**config.mk**
```make
export PLATFORM = sky130hd
export DESIGN_NAME = aclk_load_arbiter
export DESIGN_NICKNAME = d
export VERILOG_FILES = /design/src/rtl/aclk_ld_pkg.sv /design/src/rtl/aclk_rr_arb2.sv /design/src/rtl/aclk_load_arbiter.sv
export SDC_FILE = /design/constraint.sdc
export NUM_CORES = 1
export LEC_CHECK = 0
export CORE_ASPECT_RATIO = 1.1
export CORE_MARGIN = 5
export CORE_UTILIZATION = 62
export DETAILED_ROUTE_END_ITERATION = 8
export DONT_BUFFER_PORTS = 1
export PLACE_DENSITY = 0.88
export SYNTH_ARGS = -nofsm -noshare
export SYNTH_HDL_FRONTEND = slang
export SYNTH_SLANG_ARGS = --single-unit
```
**constraint.sdc**
```tcl
create_clock -name clk -period 1.8 [get_ports clk]
set_input_delay 0.27 -clock clk [delete_from_list [all_inputs] [get_ports clk]]
set_output_delay 0.27 -clock clk [all_outputs]
set_load 0.02 [all_outputs]
```
**src/rtl/aclk_ld_pkg.sv**
```systemverilog
`default_nettype none
// ============================================================================
//  Module      : aclk_ld_pkg
//  Description : Shared types and constants for the alarm-clock load arbiter.
//                Defines the request word, response codes, FSM states and the
//                BCD time range helper.
//  Revision    : 1.0 - initial release
// ============================================================================
package aclk_ld_pkg;

    // Default cycle budget in VERIFY before a time load is declared failed
    localparam int unsigned c_timeout_cyc_def = 15;
    // Width of the VERIFY cycle counter
    localparam int unsigned c_cnt_w           = 5;

    // Load request word: alarm selects the alarm registers, otherwise clock time
    typedef struct packed {
        logic       alarm;
        logic [1:0] h1;
        logic [3:0] h0;
        logic [3:0] m1;
        logic [3:0] m0;
    } aclk_ld_req_t;

    typedef enum logic [1:0] {
        LD_OK      = 2'd0,
        LD_RANGE   = 2'd1,
        LD_TIMEOUT = 2'd2
    } aclk_ld_code_t;

    typedef enum logic [2:0] {
        ST_IDLE   = 3'd0,
        ST_CHECK  = 3'd1,
        ST_LOAD   = 3'd2,
        ST_VERIFY = 3'd3,
        ST_RESP   = 3'd4
    } aclk_ld_state_t;

    // True when the request holds a legal 24-hour BCD time (00:00 .. 23:59)
    function automatic logic bcd_time_ok(input aclk_ld_req_t r);
        logic v_ok;
        v_ok = (r.h1 <= 2'd2) && (r.h0 <= 4'd9) && (r.m1 <= 4'd5) && (r.m0 <= 4'd9);
        if ((r.h1 == 2'd2) && (r.h0 > 4'd3)) begin
            v_ok = 1'b0;
        end
        return v_ok;
    endfunction

endpackage
`default_nettype wire

```
**src/rtl/aclk_rr_arb2.sv**
```systemverilog
`default_nettype none
// ============================================================================
//  Module      : aclk_rr_arb2
//  Description : Two-requester round-robin arbiter. A lone requester always
//                wins; on a tie the pointer decides. After any grant the
//                pointer moves to the requester that was not granted.
//  Revision    : 1.0 - initial release
// ============================================================================
module aclk_rr_arb2 (
    input  logic       clk,
    input  logic       rst,
    input  logic       i_en,
    input  logic [1:0] i_req,
    output logic [1:0] o_gnt,
    output logic       o_gnt_idx
);

    logic       r_ptr;
    logic [1:0] w_gnt;
    logic       w_idx;

    // Grant decision: single requester wins outright, tie resolved by pointer
    always_comb begin
        w_gnt = 2'b00;
        w_idx = 1'b0;
        if (i_en) begin
            case (i_req)
                2'b01: begin
                    w_gnt = 2'b01;
                    w_idx = 1'b0;
                end
                2'b10: begin
                    w_gnt = 2'b10;
                    w_idx = 1'b1;
                end
                2'b11: begin
                    w_idx = r_ptr;
                    w_gnt = r_ptr ? 2'b10 : 2'b01;
                end
                default: begin
                    w_gnt = 2'b00;
                    w_idx = 1'b0;
                end
            endcase
        end
    end

    // Pointer always moves to the other requester after a grant
    always_ff @(posedge clk or posedge rst) begin
        if (rst) begin
            r_ptr <= 1'b0;
        end else if (|w_gnt) begin
            r_ptr <= ~w_idx;
        end
    end

    assign o_gnt     = w_gnt;
    assign o_gnt_idx = w_idx;

endmodule
`default_nettype wire

```
**src/rtl/aclk_load_arbiter.sv**
```systemverilog
`default_nettype none
// ============================================================================
//  Module      : aclk_load_arbiter
//  Description : Arbitrates time/alarm load requests from two requesters,
//                range-checks the BCD value, pulses the alarm-clock load
//                strobe and, for time loads, verifies the readback before
//                returning a completion code to the granted requester.
//  Revision    : 1.0 - initial release
// ============================================================================
module aclk_load_arbiter
    import aclk_ld_pkg::*;
#(
    parameter int unsigned TIMEOUT_CYC = c_timeout_cyc_def
) (
    input  logic         clk,
    input  logic         reset,
    input  logic         req_valid0,
    input  logic         req_valid1,
    input  aclk_ld_req_t req_data0,
    input  aclk_ld_req_t req_data1,
    output logic [1:0]   req_ready,
    output logic [1:0]   resp_valid,
    output logic [1:0]   resp_code,
    output logic [1:0]   H_in1,
    output logic [3:0]   H_in0,
    output logic [3:0]   M_in1,
    output logic [3:0]   M_in0,
    output logic         LD_time,
    output logic         LD_alarm,
    input  logic [1:0]   H_out1,
    input  logic [3:0]   H_out0,
    input  logic [3:0]   M_out1,
    input  logic [3:0]   M_out0,
    output logic         busy
);

    // Last VERIFY cycle index before a mismatch becomes a timeout
    localparam logic [c_cnt_w-1:0] c_cnt_last = c_cnt_w'(TIMEOUT_CYC - 1);

    aclk_ld_state_t       r_state;
    aclk_ld_state_t       w_state_nxt;
    aclk_ld_req_t         r_req;
    logic                 r_idx;
    aclk_ld_code_t        r_code;
    aclk_ld_code_t        w_code_nxt;
    logic [c_cnt_w-1:0]   r_cnt;
    logic [1:0]           w_gnt;
    logic                 w_gnt_idx;
    logic                 w_arb_en;
    logic                 w_match;
    logic                 w_range_ok;

    // Accepts only happen in IDLE and never while reset is held, so
    // req_ready drops asynchronously with reset despite being combinational
    assign w_arb_en   = (r_state == ST_IDLE) && !reset;
    assign w_range_ok = bcd_time_ok(r_req);
    assign w_match    = (H_out1 == r_req.h1) && (H_out0 == r_req.h0) &&
                        (M_out1 == r_req.m1) && (M_out0 == r_req.m0);

    aclk_rr_arb2 u_arb (
        .clk       (clk),
        .rst       (reset),
        .i_en      (w_arb_en),
        .i_req     ({req_valid1, req_valid0}),
        .o_gnt     (w_gnt),
        .o_gnt_idx (w_gnt_idx)
    );

    assign req_ready = w_gnt;

    // State register
    always_ff @(posedge clk or posedge reset) begin
        if (reset) begin
            r_state <= ST_IDLE;
        end else begin
            r_state <= w_state_nxt;
        end
    end

    // Captured request, owner, pending code and VERIFY cycle counter
    always_ff @(posedge clk or posedge reset) begin
        if (reset) begin
            r_req  <= '0;
            r_idx  <= 1'b0;
            r_code <= LD_OK;
            r_cnt  <= '0;
        end else begin
            if (|w_gnt) begin
                r_req <= w_gnt_idx ? req_data1 : req_data0;
                r_idx <= w_gnt_idx;
            end
            r_code <= w_code_nxt;
            // Counter runs only inside VERIFY, so it is zero on every entry
            r_cnt  <= (r_state == ST_VERIFY) ? (r_cnt + 1'b1) : '0;
        end
    end

    // Next-state and output decode
    always_comb begin
        w_state_nxt = r_state;
        w_code_nxt  = r_code;
        resp_valid  = 2'b00;
        resp_code   = 2'b00;
        H_in1       = '0;
        H_in0       = '0;
        M_in1       = '0;
        M_in0       = '0;
        LD_time     = 1'b0;
        LD_alarm    = 1'b0;
        busy        = (r_state != ST_IDLE);
        case (r_state)
            ST_IDLE: begin
                if (|w_gnt) begin
                    w_state_nxt = ST_CHECK;
                end
            end
            ST_CHECK: begin
                if (w_range_ok) begin
                    w_state_nxt = ST_LOAD;
                end else begin
                    w_state_nxt = ST_RESP;
                    w_code_nxt  = LD_RANGE;
                end
            end
            ST_LOAD: begin
                H_in1 = r_req.h1;
                H_in0 = r_req.h0;
                M_in1 = r_req.m1;
                M_in0 = r_req.m0;
                if (r_req.alarm) begin
                    LD_alarm    = 1'b1;
                    w_state_nxt = ST_RESP;
                    w_code_nxt  = LD_OK;
                end else begin
                    LD_time     = 1'b1;
                    w_state_nxt = ST_VERIFY;
                end
            end
            ST_VERIFY: begin
                H_in1 = r_req.h1;
                H_in0 = r_req.h0;
                M_in1 = r_req.m1;
                M_in0 = r_req.m0;
                if (w_match) begin
                    w_state_nxt = ST_RESP;
                    w_code_nxt  = LD_OK;
                end else if (r_cnt == c_cnt_last) begin
                    w_state_nxt = ST_RESP;
                    w_code_nxt  = LD_TIMEOUT;
                end
            end
            ST_RESP: begin
                resp_valid[r_idx] = 1'b1;
                resp_code         = r_code;
                w_state_nxt       = ST_IDLE;
            end
            default: begin
                w_state_nxt = ST_IDLE;
            end
        endcase
    end

endmodule
`default_nettype wire

```
==> CHANGELOG.md <==
### Implementation results

* Grt ovf at 0
* Top_reg_cell synth: dfrtp_1
* Worst Setup EP: req_ready[0]
* CP max-delay cell: dfrtp_1
* Placed cell count at about 220
* CP delay by family, top: simple AND/OR/NAND/NOR gates
* Capture point of the worst reg-to-reg path: r_req[12]$_DFFE_PP0P_
* Area grow syn2layout at 15.7%
* Top-area cell share at about two fifths
* Cells on Worst Hold Path at 2
* Floorplan core density at 64.6%
* P_comb at ~0.0016 W
* Reg2Reg Setup Slack at 0.09 ns
* Top power group: combinational cells
* Hold slack final at roughly 0.05 ns
* Largest class: multi-input combinational cells
* Cts hold-fix bufs at 1
* CP Data Arrival Time at around 1.5 ns
* GR Layer Usage met1 at 27.9%
* Max Fclk at ~0.55 GHz
* Pin count of the biggest net entering global routing at 29
* Combinational share of power at a little over half
* Syn avg cell area at slightly below 9 um2
* DRT iter0 DRCs at about 86
* Number of cells in Yosys stat at ~190
* Ys flops at 27
* CP cell instances: or3_4, nor2_4, nand3_4, inv_8
* RSZ-0062 raised after global routing: yes
* Status: finished with violations
* Cts bufs inserted at 3
* Sum Neg Setup Slack at -0.00912 ns
* Logic area at ~950 um2
* CTS tree: built
* Max incr delay on CP at 0.40 ns
* Failing checks: setup timing
* Vias in the first global route at ~1500
* DRC viols at 0
* Post-layout period usage at 101%
* Max Cap Viol at 0
* Comb/total area at about half
* Layout cells sized above 1 at approximately a quarter
* CP startpoint: r_state[2]$_DFFE_PP0P_
* Setup-failing EPs final at 2
* Commonest cells in the netlist: nand2_1, dfrtp_1, nor2_1
* Gate Count Post-Synth at roughly 190
* Net switching share of the total power at between 40% and 50%
* Signal inverters at 6
* Root Buffer: clkbuf_4
* Worst Setup Slack, final at -0.00908 ns
* Seq pwr share at 37.2%
* Synth Seq Share at roughly two fifths
* Fill cells at around 170
* Post-synth EDFFs at 0
* Bufs w/o clock at 17
* Clk_skew at 0.0115 ns
* Synth async-reset ratio at 100%
* #MultiIn Comb at about 150
* Startpoint Class: flop
* Worst-path fanout max at 5
* Endpoint type of the worst setup path: primary output
* Most frequent logic cell in the layout: nand2_1
* Reg area at ~680 um2
* Total buffers and inverters traversed by the critical path at 1
* Tap cells at 31
* Psw at ~0.0014 W
-- kinds of logic (layout without fill, tap and decap cells) --
kind of cell	after synthesis	count (layout)	share of synthesized area, %
compound gates	28	28	11.9
fa+ha+maj	2	2	1.55
simple gates	99	99	30.2
xor+xnor	17	17	9.23
flops	27	27	41.9
buf+inv	12	27	5.27
-- per-stage QoR --
step	area (um2)	total power, W	util (%)	setup slack [ns]
floorplan	1610	0.00213	-	0.121
global placement	1670	0.00239	66.9	0.0706
detailed placement	1670	0.00246	66.9	0.0144
CTS	1790	0.00284	71.5	-0.0129
global route	1870	0.00318	74.7	-0.0788
finish	1870	0.00299	74.7	-0.00908
-- sequential cells by signal (all words and copies together) (netlist names) --
name / count
r_req: 15
r_cnt: 5
r_state: 3
r_code: 2
r_idx: 1
u_arb.r_ptr: 1
==> images/io_fan.png <==
(4 px per um)
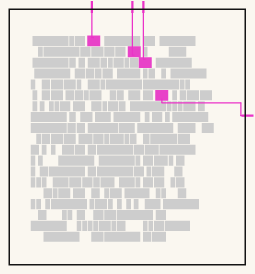
[`M_in0`] magenta | bits: 4 | direction: output | edge: 3 north, 1 east | end cells: 4 | buffers: 0 | wire: 55.9 um

==> images/wires.png <==
(4 px per um) Two of the layers only.
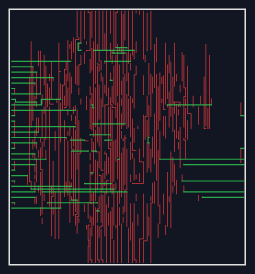
[metal 2] red | wire length: 2300 um
[metal 3] green | wire length: 400 um
GR Util All Layers: 24.6%
Via Count: 1442

==> images/layer_met2.png <==
(8 px per um)
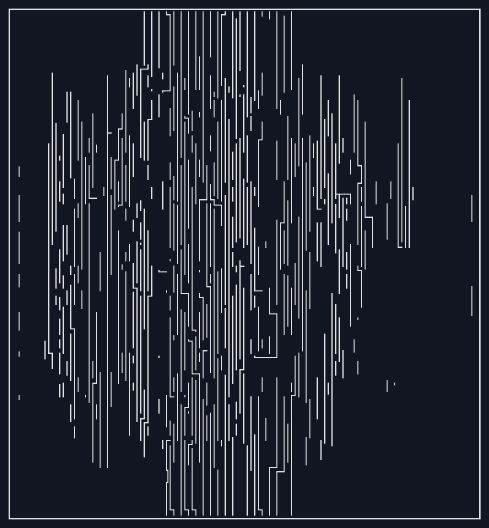
longest straight run: 49.0 um
share of all routed wire: 52%
wire length on this layer: 2300 um
M2 GR Usage: 42.9%
final wirelength: 4400 um

==> images/io_placement.png <==
(8 px per um) Pins as bars across the die edge, other pins in gray.
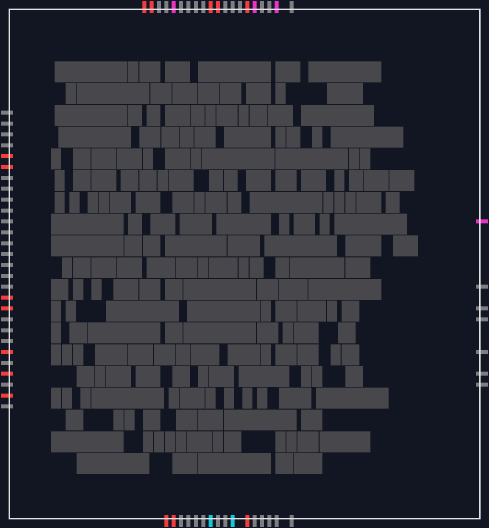
[`H_in1`] cyan | pins: 2 | direction: output | edge: south
[`req_data0`] red | pins: 15 | direction: input | edge: 7 west, 5 north, 3 south
[`M_in0`] magenta | pins: 4 | direction: output | edge: 3 north, 1 east
all pins by edge: 28 west, 20 north, 16 south, 7 east

==> images/placement.png <==
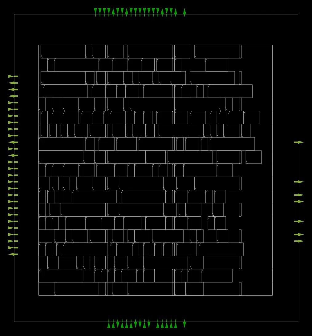
Row Count: 19
fin cells: 231
sequential portion of the cell area: 36.2%
seq_cells: 27

Power figures rest on the tool's default switching activity, not on a simulated workload.
